$ cat config.mk
export PLATFORM = sky130hd
export DESIGN_NAME = pc_gen
export DESIGN_NICKNAME = d
export VERILOG_FILES = /design/src/rtl/pc_gen.sv
export SDC_FILE = /design/constraint.sdc
export NUM_CORES = 1
export LEC_CHECK = 0
export ABC_AREA = 1
export CAP_MARGIN = 25
export CORE_MARGIN = 10
export CORE_UTILIZATION = 48
export CTS_CLUSTER_SIZE = 28
export DETAILED_ROUTE_END_ITERATION = 6
export GPL_ROUTABILITY_DRIVEN = 0
export HOLD_SLACK_MARGIN = 0.12
export PLACE_DENSITY = 0.78
export SYNTH_ARGS = -nofsm -noshare
export SYNTH_HDL_FRONTEND = slang
export SYNTH_SLANG_ARGS = --single-unit
$ cat constraint.sdc
create_clock -name clk -period 3.3 [get_ports clk]
set_clock_uncertainty 0.15 [all_clocks]
set_input_delay 0.495 -clock clk [delete_from_list [all_inputs] [get_ports clk]]
set_output_delay 0.495 -clock clk [all_outputs]
set_load 0.01 [all_outputs]
$ cat src/rtl/pc_gen.sv
// Fetch program-counter generator: boot, step, stall, redirect, trap.
// Optional target alignment check enabled by defining PC_ALIGN_CHECK_EN.
module pc_gen #(
  parameter int unsigned XLEN       = 32,
  parameter logic [XLEN-1:0] RESET_VEC =
    XLEN'(32'h0001_0000),
  parameter logic [XLEN-1:0] TRAP_VEC  =
    XLEN'(32'h0001_0100),
  parameter int unsigned STEP       = 4,
  parameter int unsigned ALIGN_BITS = 2
) (
  input  logic            clk,
  input  logic            rst,
  input  logic            stall,
  input  logic            redir_valid,
  input  logic [XLEN-1:0] redir_target,
  input  logic            trap_req,
  output logic [XLEN-1:0] pc,
  output logic [XLEN-1:0] pc_prev,
  output logic            pc_valid,
  output logic            redirected,
  output logic            pend_valid,
  output logic            misalign,
  output logic [XLEN-1:0] bad_addr
);

  typedef enum logic [1:0] {
    BOOT      = 2'd0,
    RUN       = 2'd1,
    HOLD_PEND = 2'd2
  } state_t;

  state_t          r_state;
  state_t          w_nxt_state;
  logic [XLEN-1:0] r_pc;
  logic [XLEN-1:0] r_pc_prev;
  logic            r_valid;
  logic            r_redirected;
  logic            r_pend_valid;
  logic [XLEN-1:0] r_pend_target;

  logic [XLEN-1:0] w_nxt_pc;
  logic            w_nxt_valid;
  logic            w_nxt_redirected;
  logic            w_nxt_pend_valid;
  logic [XLEN-1:0] w_nxt_pend_target;
  logic            w_apply;
  logic [XLEN-1:0] w_cand;
  logic            w_bad;
  logic [XLEN-1:0] w_cand_pc;
  logic [XLEN-1:0] w_step_pc;

  // The target that would be applied this edge: a fresh redirect
  // beats a queued one.
  assign w_cand = (r_state == HOLD_PEND && !redir_valid)
                ? r_pend_target : redir_target;

  assign w_step_pc = r_pc + XLEN'(STEP);

`ifdef PC_ALIGN_CHECK_EN
  localparam logic [XLEN-1:0] AMASK =
    XLEN'((64'd1 << ALIGN_BITS) - 64'd1);

  logic            r_misalign;
  logic [XLEN-1:0] r_bad_addr;

  assign w_bad = (w_cand & AMASK) != '0;

  // Record rejected targets at the moment they are applied.
  always_ff @(posedge clk or posedge rst) begin
    if (rst) begin
      r_misalign <= 1'b0;
      r_bad_addr <= '0;
    end else begin
      r_misalign <= w_apply & w_bad;
      if (w_apply && w_bad)
        r_bad_addr <= w_cand;
    end
  end

  assign misalign = r_misalign;
  assign bad_addr = r_bad_addr;
`else
  assign w_bad    = 1'b0;
  assign misalign = 1'b0;
  assign bad_addr = '0;
`endif

  assign w_cand_pc = w_bad ? TRAP_VEC : w_cand;

  // Next-state and next-PC selection by state and event priority.
  always_comb begin
    w_nxt_state       = r_state;
    w_nxt_pc          = r_pc;
    w_nxt_valid       = r_valid;
    w_nxt_redirected  = 1'b0;
    w_nxt_pend_valid  = r_pend_valid;
    w_nxt_pend_target = r_pend_target;
    w_apply           = 1'b0;
    unique case (r_state)
      BOOT: begin
        w_nxt_valid = 1'b1;
        w_nxt_state = RUN;
      end
      RUN: begin
        if (trap_req) begin
          w_nxt_pc         = TRAP_VEC;
          w_nxt_redirected = 1'b1;
        end else if (redir_valid && !stall) begin
          w_apply          = 1'b1;
          w_nxt_pc         = w_cand_pc;
          w_nxt_redirected = 1'b1;
        end else if (redir_valid) begin
          w_nxt_pend_target = redir_target;
          w_nxt_pend_valid  = 1'b1;
          w_nxt_state       = HOLD_PEND;
        end else if (!stall) begin
          w_nxt_pc = w_step_pc;
        end
      end
      HOLD_PEND: begin
        if (trap_req) begin
          w_nxt_pc         = TRAP_VEC;
          w_nxt_pend_valid = 1'b0;
          w_nxt_redirected = 1'b1;
          w_nxt_state      = RUN;
        end else if (stall) begin
          if (redir_valid)
            w_nxt_pend_target = redir_target;
        end else begin
          w_apply          = 1'b1;
          w_nxt_pc         = w_cand_pc;
          w_nxt_pend_valid = 1'b0;
          w_nxt_redirected = 1'b1;
          w_nxt_state      = RUN;
        end
      end
      default: begin
        w_nxt_state = BOOT;
      end
    endcase
  end

  // State, PC and pending-redirect registers.
  always_ff @(posedge clk or posedge rst) begin
    if (rst) begin
      r_state       <= BOOT;
      r_pc          <= RESET_VEC;
      r_pc_prev     <= RESET_VEC;
      r_valid       <= 1'b0;
      r_redirected  <= 1'b0;
      r_pend_valid  <= 1'b0;
      r_pend_target <= '0;
    end else begin
      r_state       <= w_nxt_state;
      r_pc          <= w_nxt_pc;
      r_valid       <= w_nxt_valid;
      r_redirected  <= w_nxt_redirected;
      r_pend_valid  <= w_nxt_pend_valid;
      r_pend_target <= w_nxt_pend_target;
      if (w_nxt_pc != r_pc)
        r_pc_prev <= r_pc;
    end
  end

  assign pc         = r_pc;
  assign pc_prev    = r_pc_prev;
  assign pc_valid   = r_valid;
  assign redirected = r_redirected;
  assign pend_valid = r_pend_valid;

endmodule
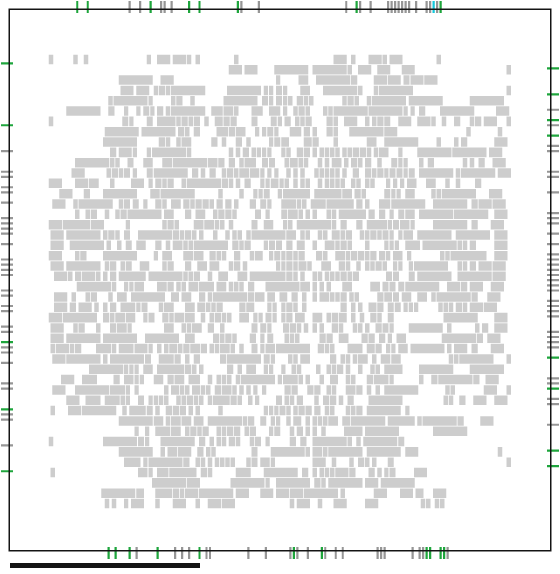
Fig. 1. I/O pins on the die edge (run 1).
The bar under the picture is 50 um long. Pins as bars across the die edge, other pins in grey.
Green shows bad_addr, pins 32, direction output, edge 11 south, 8 north, 8 east, 5 west. Cyan shows clk, pins 1, direction input, edge north.
All pins by edge: 41 east, 34 west, 32 south, 30 north.

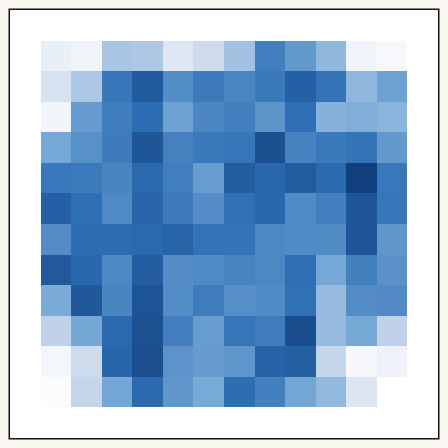
Fig. 2. Cell density map (run 1).
The die is cut into 14 by 14 equal tiles; white is low, dark blue is high, 0 to 100% covered.
The mean over all tiles is 44%. The fullest tile reaches 94%. The emptiest ninth of the die: south-east. 18% of the tiles are over 75% full.

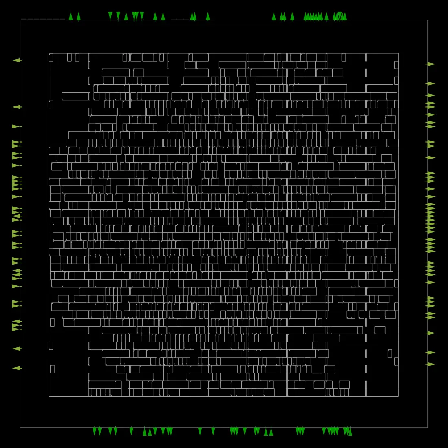
Fig. 3. Cell outlines without signal wires (run 1).
# Taps: 184
Seq area share: 0.2793
Flop Count: 101

==> metrics.yaml, run 1 <==
status: "complete, no violations"
p_leak_nw: 4.567
setup_viol: 0
criticalPathCategory: "in2reg"
reg2reg_depth: 21
stdcell_area_sq_mm: 0.009059
area_leaders: "dfrtp_1, nand2_1, nand3_1"
dieArea_sq_mm: 0.02023
crit_slowest_cell: "clkdlybuf4s50_1"
hpwl_um: 17160
ys_cells: 1086
htree_num_levels: 3
logic_family: "simple AND/OR/NAND/NOR gates"
cp-start-kind: "primary input"
grt_pass1_wl_um: 36000
ys_ff: 101
grt_pass1_vias: 7023
ys_sh_xor: 0
slew_headroom: 0.5808
syn2layout_area_growth_pct: 26.35
grt_max_degree: 53
yosys_warnings: 0
fillers: 1369
syn_inst: 1086
top_area_frac: 0.3455
setup_tns_ps: 0
combinationalPowerShare: 0.597
drc: 0
path_max_fanout: 32
wl_per_cell_um: 16.15
critPathLaunch: "stall"
ctsResizeCount: 0
worstHoldPathType: "reg2reg"
top_area_cell: "dfrtp_1"
comb_cell_power_w: 0.00513
cts_root_buf: "clkbuf_16"
clkPwrFrac: 0.121
die_h_um: 142.2
cp.arrival_ps: 3260
ys_sh_adder: 0.008726
path_depth: 19
power_leader: "combinational logic"
[run 1: logic make-up after synthesis]
logic type	count (synthesis)
AND-OR/OR-AND	157
AND/OR/NAND/NOR	615
flip-flops	101
adder cells (fa/ha/maj)	5
multiplexers	7
buffers and inverters	200
other	1
[run 1: layer usage]
layer	wire length [um]	GRT usage	vias up	share of wire
li1	-	-	3742	-
met1	9578	0.2967	3463	0.42
met2	9842	0.3250	473	0.43
met3	2737	0.04673	55	0.12
met4	679	0.08714	0	0.030
met5	0	0	-	0
[run 1: final cells by class]
class                           count  area (sq um)  share of cell area
Clock buffer                       13         270.3             0.02983
Clock inverter                      3         18.77            0.002072
Inverter                          113         426.7             0.04710
Multi-Input combinational cell    818          3837              0.4236
Sequential cell                   101          2530              0.2793
Tap cell                          184         230.2             0.02541
Timing Repair Buffer              182          1745              0.1927
[run 1: cell usage in the layout (no fill, tap or decap), types with 10 or more instances in the layout]
cell type        count
a21oi_1             44
a22oi_1             19
buf_4               69
clkbuf_16           10
clkdlybuf4s50_1    103
conb_1              33
dfrtp_1             99
inv_1              107
nand2_1            324
nand3_1            157
nand4_1             15
nor2_1              97
o21ai_0             68
[run 1: through the flow]
step	setup WS (ps)	power, W	hold WS, ps	util	instances
after floorplan	11.18	0.005332	303.4	-	1118
after global placement	-189.0	0.007264	302.0	0.5929	1392
after detailed placement	-263.0	0.007382	301.5	0.5929	1392
after CTS	95.01	0.008452	316.1	0.6127	1408
after global routing	-12.36	0.009291	348.1	0.6209	1414
final	178.0	0.008597	313.9	0.6209	1414
[run 1: registers in the layout, summed over array words and instances, names as in the netlist]
name,cells
pc,32
pc_prev,32
pc_valid,1
pend_valid,1
r_pend_target,32
r_state,2
redirected,1
==> inputs of run 2 (changes only) <==
--- a/config.mk
+++ b/config.mk
@@ -9,11 +9,12 @@
 export CAP_MARGIN = 25
 export CORE_MARGIN = 10
 export CORE_UTILIZATION = 48
+export CTS_CLUSTER_DIAMETER = 200
 export CTS_CLUSTER_SIZE = 28
 export DETAILED_ROUTE_END_ITERATION = 6
 export GPL_ROUTABILITY_DRIVEN = 0
 export HOLD_SLACK_MARGIN = 0.12
-export PLACE_DENSITY = 0.78
+export PLACE_DENSITY_LB_ADDON = 0.2
 export SYNTH_ARGS = -nofsm -noshare
 export SYNTH_HDL_FRONTEND = slang
 export SYNTH_SLANG_ARGS = --single-unit
==> run 2 against run 1 <==
Routed wire length grew 2.5%. Via count fell by 0.93%. Sequential power is essentially flat. Synthesized cell count unchanged. Power rose by 2.7%. Cell count hardly changed. Die area stayed put. Area after synthesis did not move. Critical endpoint is now pc_prev[14]$_DFFE_PP0P_. Largest cell class unchanged. Highest routed layer unchanged.
==> metrics.yaml, run 2 <==
pre_cts_ws_ps: -194.2  # +68.77 ps
critPathLaunch: "stall"
clkPwrFrac: 0.135  # +0.014
path_max_fanout: 17  # -47%
status: "complete, no violations"
met2_usage: 0.3252  # about the same
use_met1: 0.3117  # +0.01501
layout.cells.most_common: "nand2_1"
stdcell_count: 1415  # +0.071%
met2_length_um: 9904  # +0.63%
criticalPathCategory: "in2reg"
hpwl_um: 17410  # +1.4%
dieArea_sq_mm: 0.02023  # unchanged
drc: 0  # unchanged
top_area_frac: 0.3455  # unchanged
wl_met3_um: 2377  # -13%
syn_inst: 1086  # unchanged
area_leaders: "dfrtp_1, nand2_1, nand3_1"
cts_root_buf: "clkbuf_16"
die_h_um: 142.2  # unchanged
grt_max_degree: 59  # +11%
worstHoldPathType: "in2async"
ys_cells: 1086  # unchanged
grt_pass1_vias: 7215  # +2.7%
yosys_warnings: 0  # unchanged
syn2layout_area_growth_pct: 27.66
layout_top_cells: "nand2_1, nand3_1, inv_1"
cp-start-kind: "primary input"
groute.layer.met3.usage: 0.05841  # +0.01168
slew_headroom: 0.5748  # -0.006051
## run 2: critical path: stages
cell,delay (ps)
clkdlybuf4s50_1,470
inv_2,140
buf_4,180
nand3_1,100
nor2_2,170
nand3_1,170
nor2_1,230
nand3_1,100
nand3_1,90
nand2_1,90
nand3_1,80
nand2_1,50
nor2_1,150
nand3_1,130
nor2_4,150
buf_4,130
buf_6,160
nand3_1,100
nand2_1,70
## run 2: cell type report
type                       count  area, sq um  share of cell area
tap                          184        230.2             0.02515
inverter                     113        426.7             0.04662
multi-input combinational    818         3849              0.4205
clock inverter                 5        82.58            0.009023
sequential                   101         2536              0.2771
timing repair buffer         183         1775              0.1940
clock buffer                  11        252.7             0.02761
## run 2: power groups by stage
stage	registers (W)	logic (W)	clock network [W]
2_1_floorplan	0.00239	0.00294	0
3_3_place_gp	0.00240	0.00498	0
3_5_place_dp	0.00242	0.00504	0
4_1_cts	0.00240	0.00506	0.00121
5_1_grt	0.00250	0.00579	0.00126
6_report	0.00242	0.00522	0.00119
## run 2: cell families after synthesis
group / count (synthesis) / synth area share
simple gates: 615 / 0.3674
buf+inv: 200 / 0.1361
compound gates: 157 / 0.1234
flops: 101 / 0.3529
mux: 7 / 0.01100
fa+ha+maj: 5 / 0.008726
other cells: 1 / 0.0005231
## run 2: timing repair
item | 4_1_cts | 5_1_grt
setup buffers | 0 | 4
resized | 0 | 25
setup endpoints to repair | 0 | 32
hold buffers | 0 | 0
## run 2: through the flow
stage	hold WS [ps]	area [sq um]	total power, W
detailed placement	306.2	8670	0.007454
CTS	302.6	9005	0.008665
finish	297.0	9153	0.008833
floorplan	303.4	7289	0.005332
global route	321.7	9153	0.009546
global placement	298.4	8670	0.007385
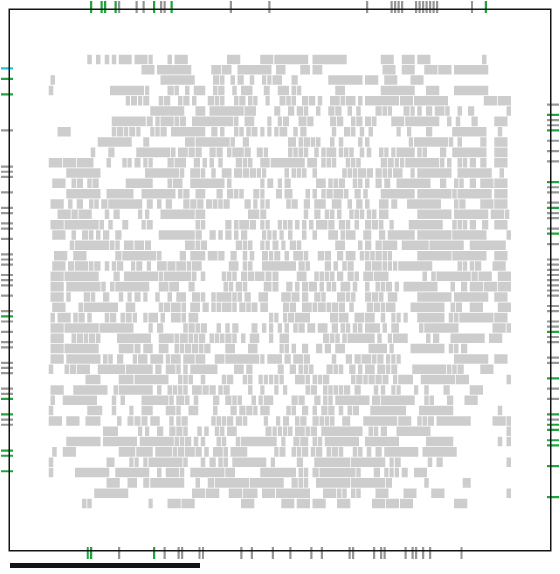
Fig. 4. I/O pins on the die edge (run 2).
The bar under the picture is 50 um long. Pins as bars across the die edge, other pins in grey.
Cyan shows clk, pins 1, direction input, edge west. Green shows bad_addr, pins 32, direction output, edge 14 east, 8 west, 7 north, 3 south.
All pins by edge: 46 east, 38 west, 27 north, 26 south.

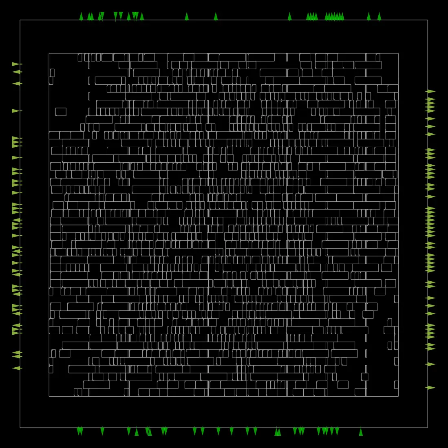
Fig. 5. Cell outlines without signal wires (run 2).
area of the core: 0.01459 sq mm
fillcell total: 1380

No activity file was given, so power comes from the tool's default toggle rates.
